Fig. 1: the metal 1 layer
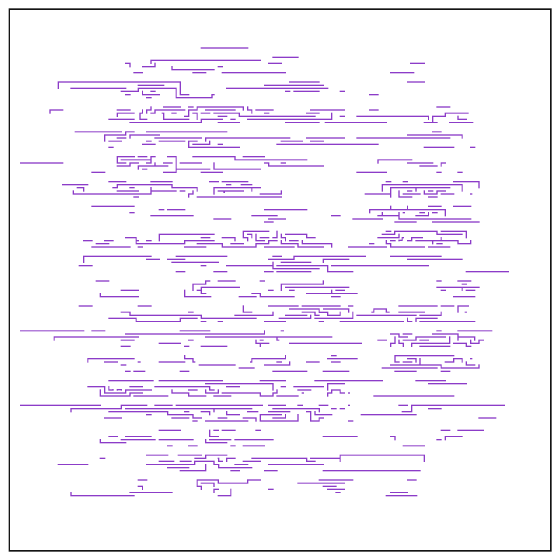
Fig. 2: signal wires on met2
Cells faint in the background.
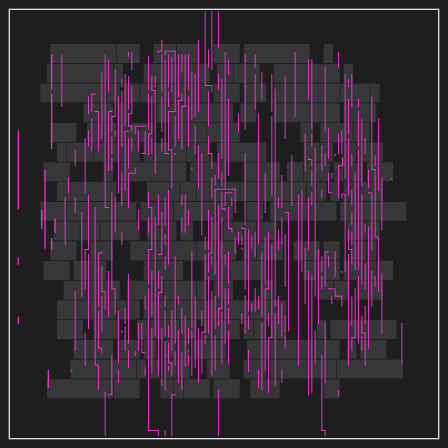
Fig. 3: cell density map
The die is cut into 12 by 12 equal tiles; white is low, dark blue is high, 0 to 100% covered.
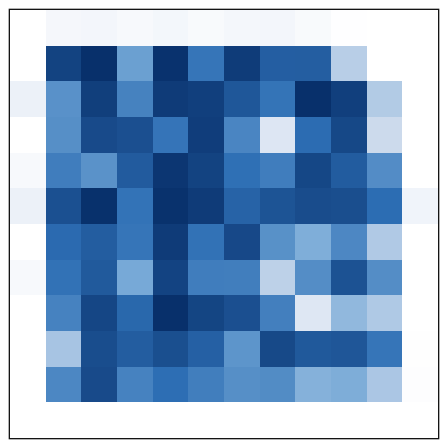
Fig. 4: cell outlines without signal wires
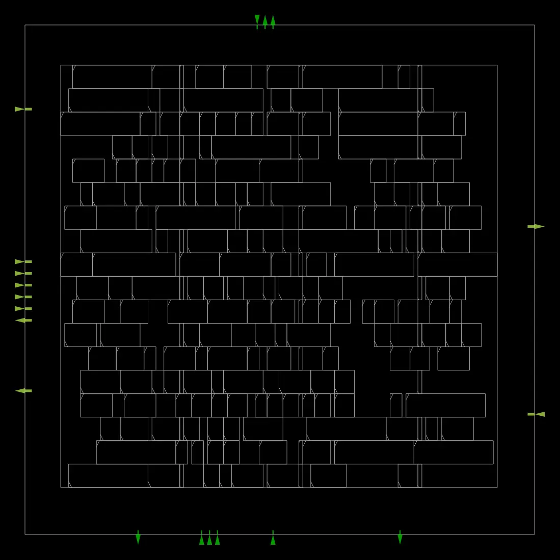
Fig. 5: sequential cells grouped by signal name
Other sequential cells in the stronger gray, the rest of the logic in the fainter gray.
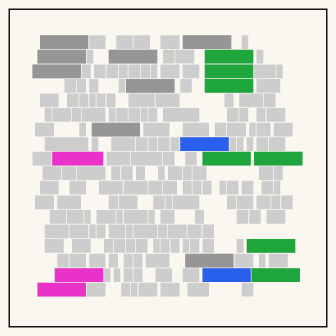
`src/rtl/car_motion_ctrl.sv`:
```
// car_motion_ctrl: elevator car motion and door sequencer; times floor travel and door dwell,
// reports car state, location and a registered arrival pulse.
module car_motion_ctrl #(
  parameter int NUM_FLOORS    = 5,
  parameter int TRAVEL_CYCLES = 50,
  parameter int DOOR_CYCLES   = 100
) (
  input  logic                  clk,
  input  logic                  resetn,
  input  logic                  enable,
  input  logic [2:0]            dest,
  input  logic [NUM_FLOORS-1:0] pend,
  input  logic                  door_hold,
  output logic [1:0]            state,
  output logic [2:0]            location,
  output logic                  door_open,
  output logic                  arrive
);
  typedef enum logic [1:0] {IDLE, DOOR, UP, DOWN} st_t;
  localparam int MAXC = (TRAVEL_CYCLES > DOOR_CYCLES) ? TRAVEL_CYCLES : DOOR_CYCLES;
  localparam int CW = $clog2(MAXC);
  localparam logic [2:0] NF = 3'(NUM_FLOORS);
  localparam logic [CW-1:0] T_LAST = CW'(TRAVEL_CYCLES - 1);
  localparam logic [CW-1:0] D_LAST = CW'(DOOR_CYCLES - 1);
  st_t st;
  logic [CW-1:0] tcnt, dcnt;
  logic [2:0] next_loc, tgt, tgt_n;
  logic valid, pend_here, at_bound;
  always_comb begin
    valid     = dest != 3'd0 && dest <= NF;
    next_loc  = (st == UP) ? location + 3'd1 : location - 3'd1;
    tgt       = valid ? dest : location;
    tgt_n     = valid ? dest : next_loc;
    pend_here = pend[location - 3'd1];
    at_bound  = (st == UP && location == NF) || (st == DOWN && location == 3'd1);
  end
  assign state     = st;
  assign door_open = st == DOOR;
  always_ff @(posedge clk or negedge resetn) begin
    if (!resetn) begin
      st       <= IDLE;
      location <= 3'd1;
      arrive   <= 1'b0;
      tcnt     <= '0;
      dcnt     <= '0;
    end else if (!enable) begin
      arrive <= 1'b0;
    end else begin
      arrive <= 1'b0;
      case (st)
        IDLE: begin
          if (pend_here) begin
            st   <= DOOR;
            dcnt <= '0;
          end else if (tgt != location) begin
            st   <= (tgt > location) ? UP : DOWN;
            tcnt <= '0;
          end
        end
        UP, DOWN: begin
          if (at_bound) st <= IDLE;
          else if (tcnt == T_LAST) begin
            // floor boundary: the only point where dest is re-examined
            tcnt     <= '0;
            location <= next_loc;
            arrive   <= 1'b1;
            if (tgt_n == next_loc) begin
              st   <= DOOR;
              dcnt <= '0;
            end else if ((st == UP) ? tgt_n < next_loc : tgt_n > next_loc) st <= IDLE;
          end else tcnt <= tcnt + 1'b1;
        end
        DOOR: begin
          if (door_hold) dcnt <= '0;
          else if (dcnt == D_LAST) st <= IDLE;
          else dcnt <= dcnt + 1'b1;
        end
        default: st <= IDLE;
      endcase
    end
  end
endmodule

```
`config.mk`:
```
export PLATFORM = sky130hd
export DESIGN_NAME = car_motion_ctrl
export DESIGN_NICKNAME = d
export VERILOG_FILES = /design/src/rtl/car_motion_ctrl.sv
export SDC_FILE = /design/constraint.sdc
export NUM_CORES = 1
export LEC_CHECK = 0
export CORE_MARGIN = 4
export CORE_UTILIZATION = 60
export CTS_BUF_LIST = sky130_fd_sc_hd__clkbuf_8
export DETAILED_ROUTE_END_ITERATION = 7
export PLACE_DENSITY = 0.85
export SYNTH_ARGS = -nofsm -noshare
export SYNTH_HDL_FRONTEND = slang
export SYNTH_SLANG_ARGS = --single-unit
```
`constraint.sdc`:
```
create_clock -name clk -period 9.2 [get_ports clk]
set_clock_uncertainty 0.1 [all_clocks]
set_input_delay 1.84 -clock clk [delete_from_list [all_inputs] [get_ports clk]]
set_output_delay 1.84 -clock clk [all_outputs]
set_load 0.03 [all_outputs]
```
==> flow_results.org <==
* Implementation run

** Critical path
- Slowest-stage cell, CP :: sky130_fd_sc_hd__clkdlybuf4s50_1
- The worst setup path is captured at a register.
- Cell repeated most along the worst path :: sky130_fd_sc_hd__nor3_1
- The timing report gives the worst reg2reg path a setup slack of 5.72 ns.
- Reg-to-reg critical path startpoint :: location[0]
- Max Fanout on Critical Path :: 8
- Crit-path cells :: clkdlybuf4s50_1 -> a21oi_1 -> or2_2 -> ha_1 -> and3b_1 -> nor3_1 -> and4b_1 -> nor3_1 -> mux2_2
- Crit path largest cell delay :: 0.62 ns
- STA classifies the critical path startpoint as an input pin.
- At the worst endpoint, the arrival time is 4.30 ns.
- Required time of the worst setup path :: 9.24 ns
- CP bufs+invs :: 1

** STA
- The max-slew check reports its worst relative slack as 38.8%.
- Hold WS :: 0.395 ns
- Setup repair after global routing left no endpoint under its margin.
- Final Slew Violations :: 0
- Setup total negative slack on the finished layout was measured at 0 ns.
- Setup slack after layout :: 4.94 ns
- At the pin with the least slew margin, the transition time is 0.915 ns.
- The final timing report derives a shortest allowable period of 4.26 ns.
- Count of endpoints failing setup in the final report :: 0
- Timing would allow up to 0.235 GHz.

** Global routing
- Global-route wire length before repair :: 5910 µm
- The global routing report lists met3 layer usage as 2.83%.
- In the global route stage, met2 resource usage came out at 38.0%.
- Via count of the first global-routing pass :: 1346
- Global Route Usage Sum :: 21.8%
- Global routing usage on met1 :: 27.9%

** Yosys
- Counting flops with a built-in enable in the synthesized netlist gives 0.
- Share of synthesized cell area in full adder, half adder and majority cells :: 9.60%
- For reference, the post-synthesis area per instance comes to 8.79 µm².
- Summed over all instances, the cell type with the most area after synthesis is sky130_fd_sc_hd__dfrtp_1.
- Area of the synthesized netlist per yosys stat :: 0.00156 mm²
- Synth area leaders :: sky130_fd_sc_hd__dfrtp_1 (30%), sky130_fd_sc_hd__ha_1 (9.6%), sky130_fd_sc_hd__a21oi_1 (4.5%)
- Of the synthesized area, sequential elements account for 32.1%.
- The netlist uses 47 different library cells.
- Commonest flop :: sky130_fd_sc_hd__dfrtp_1
- After Yosys synthesis, XOR and XNOR cells account for 3.92% of the synthesized area.
- Commonest cells in the synthesized netlist :: sky130_fd_sc_hd__dfrtp_1 (19), sky130_fd_sc_hd__inv_1 (16), sky130_fd_sc_hd__a21oi_1 (14), sky130_fd_sc_hd__ha_1 (12), sky130_fd_sc_hd__o21ai_0 (12)
- After synthesis the netlist holds a flip-flop and latch count of 20.
- Top cell area share :: 30.4%
- Floorplan Nets :: 202
- Syn. warnings :: 0
- Post-synth design cell area :: 0.00156 mm²
- Synthesized instance count :: 178
- Main kind of combinational logic by area :: AND-OR/OR-AND gates

** Placement
- According to the dpl log, the detail-placed design has an HPWL of 2660 µm.
- OpenSTA, run right after detailed placement, puts the worst setup slack at 4.71 ns.
- Once placement completed, the tool counted placed cells totaling 220.
- At the end of routability-driven placement, the weighted congestion stood at 0.897.
- Per the detailed placement report, the placed cell area equals 0.00175 mm².

** Clock network
- Cell at the root of the clock tree :: sky130_fd_sc_hd__clkbuf_8
- The CTS log lists the clock sinks for this run as 20.
- The timing report gives the clock slew at the launch and capture registers of the worst setup and hold paths as 0.08 ns.
- Clock latency on the worst-skew pair, taken at its later pin, is 0.25 ns.
- Number of hold-repair buffers added at the cts stage :: 0
- Post-CTS repair ended up resizing 0 cells.
- In this run the deepest clock path goes through 2 buffers.
- Clock tree synthesis inserted a total of 3 buffers.

** Cells and area
- Dominant logic cell types in the final layout :: sky130_fd_sc_hd__dfrtp_1 (19), sky130_fd_sc_hd__clkdlybuf4s50_1 (18), sky130_fd_sc_hd__inv_1 (16)
- Cell area after layout :: 0.00181 mm²
- According to the finish report, the design has a final net count of 219.
- Among logic cells in the layout, the one with the most instances is sky130_fd_sc_hd__dfrtp_1.
- Synth-to-Final Area Change :: 15.7%
- Antenna diode count :: 0
- Excluding fillers, the count of instances in the completed layout stands at 224.

** Power
- Total power per unit cell area :: 275 mW/mm²
- Overall power consumption :: 0.497 mW
- The analysis reports a worst IR drop on VDD of 0.000195 V.

** Detailed routing
- Total DRC errors in the routed layout :: 0
- Summing over every cut layer, the via total after detailed routing is 1437.
- Dividing the detail-routed wire length by the instance count gives 15.9 µm.
- Number of search-and-repair iterations in the first detailed-routing pass :: 4

** Run
- Max cap viols :: 0

** Outcome
- The flow ran to the end, and the final reports show no timing, DRC or antenna violations.

** Die
- During I/O placement, the number of pins put on the boundary was 19.
- Before placement the cells fill 63.1% of the core.
- Vertical extent of the die :: 59.1 µm
- The floorplan step set the die width to 59.1 µm.
- Chip area :: 0.00349 mm²
- After floorplanning, the core was divided into 18 placement rows.

** Min path
- Startpoint of the tightest hold check path :: dcnt[6]
- In the hold report, the worst path ends at dcnt[6].
- Hold analysis shows the worst path with a depth of 1.
Notes on Fig. 1 above:
wire length on this layer: 1490 µm
nets with wire on the layer: 202
longest straight run: 15.2 µm
share of all routed wire: 42%

Notes on Fig. 2 above:
nets with wire on the layer: 186
wire length on this layer: 1850 µm
longest straight run: 29.9 µm

Notes on Fig. 3 above:
fullest tile: 100%
emptiest ninth of the die: lower right
densest ninth of the die: center
nearly empty tiles: 22%

Notes on Fig. 4 above:
tap cell count: 30
Util after Layout: 73.0%

Notes on Fig. 5 above:
legend:
  location:
    color: magenta
    placed_flops: 3
  state:
    color: blue
    placed_flops: 2
  tcnt:
    color: green
    placed_flops: 7

-- sequential cells by signal (all words and copies together) (netlist names) --
| signal | count |
|---|---|
| dcnt | 7 |
| state | 2 |
| tcnt | 7 |
| arrive | 1 |
| location | 3 |
-- worst max path at each step --
stage	start	slack, ns	endpoint	cells after the start
2_1_floorplan	dest[1]	5.21	state[0]	9
3_3_place_gp	dest[1]	4.80	state[0]	9
3_5_place_dp	dest[1]	4.71	state[0]	9
4_1_cts	dest[1]	4.97	state[0]	9
5_1_grt	dest[1]	4.80	state[0]	9
6_report	dest[1]	4.94	state[0]	9
-- power by group --
part	switching, mW	leakage, nW	internal (mW)
clock	0.0285	0.0288	0.0380
sequential	0.0379	0.249	0.112
combinational	0.152	0.532	0.128
-- final cells by class --
type / instances / area (µm²) / area share, %
clock buffers: 4 / 55.1 / 3.04
inverters: 16 / 60.1 / 3.32
multi-input cells: 136 / 975 / 53.9
flip-flops and latches: 20 / 502 / 27.7
well taps: 30 / 37.5 / 2.07
repair buffers: 18 / 180 / 9.96
-- worst register-to-register path: stages (launching register included) --
cell and delay, ns:
sky130_fd_sc_hd__dfstp_2 0.64, sky130_fd_sc_hd__inv_1 0.12, sky130_fd_sc_hd__ha_1 0.24, sky130_fd_sc_hd__mux2i_1 0.23
sky130_fd_sc_hd__xnor2_1 0.21, sky130_fd_sc_hd__a21oi_1 0.10, sky130_fd_sc_hd__or2_2 0.30, sky130_fd_sc_hd__ha_1 0.31
sky130_fd_sc_hd__and3b_1 0.18, sky130_fd_sc_hd__nor3_1 0.16, sky130_fd_sc_hd__and4b_1 0.22, sky130_fd_sc_hd__nor3_1 0.21
sky130_fd_sc_hd__mux2_2 0.36
-- routing by layer --
layer	wire, µm	vias up
met5	0	-
met4	49	0
met3	177	6
met2	1850	44
met1	1490	695
li1	-	692
Power figures rest on the tool's default switching activity, not on a simulated workload.
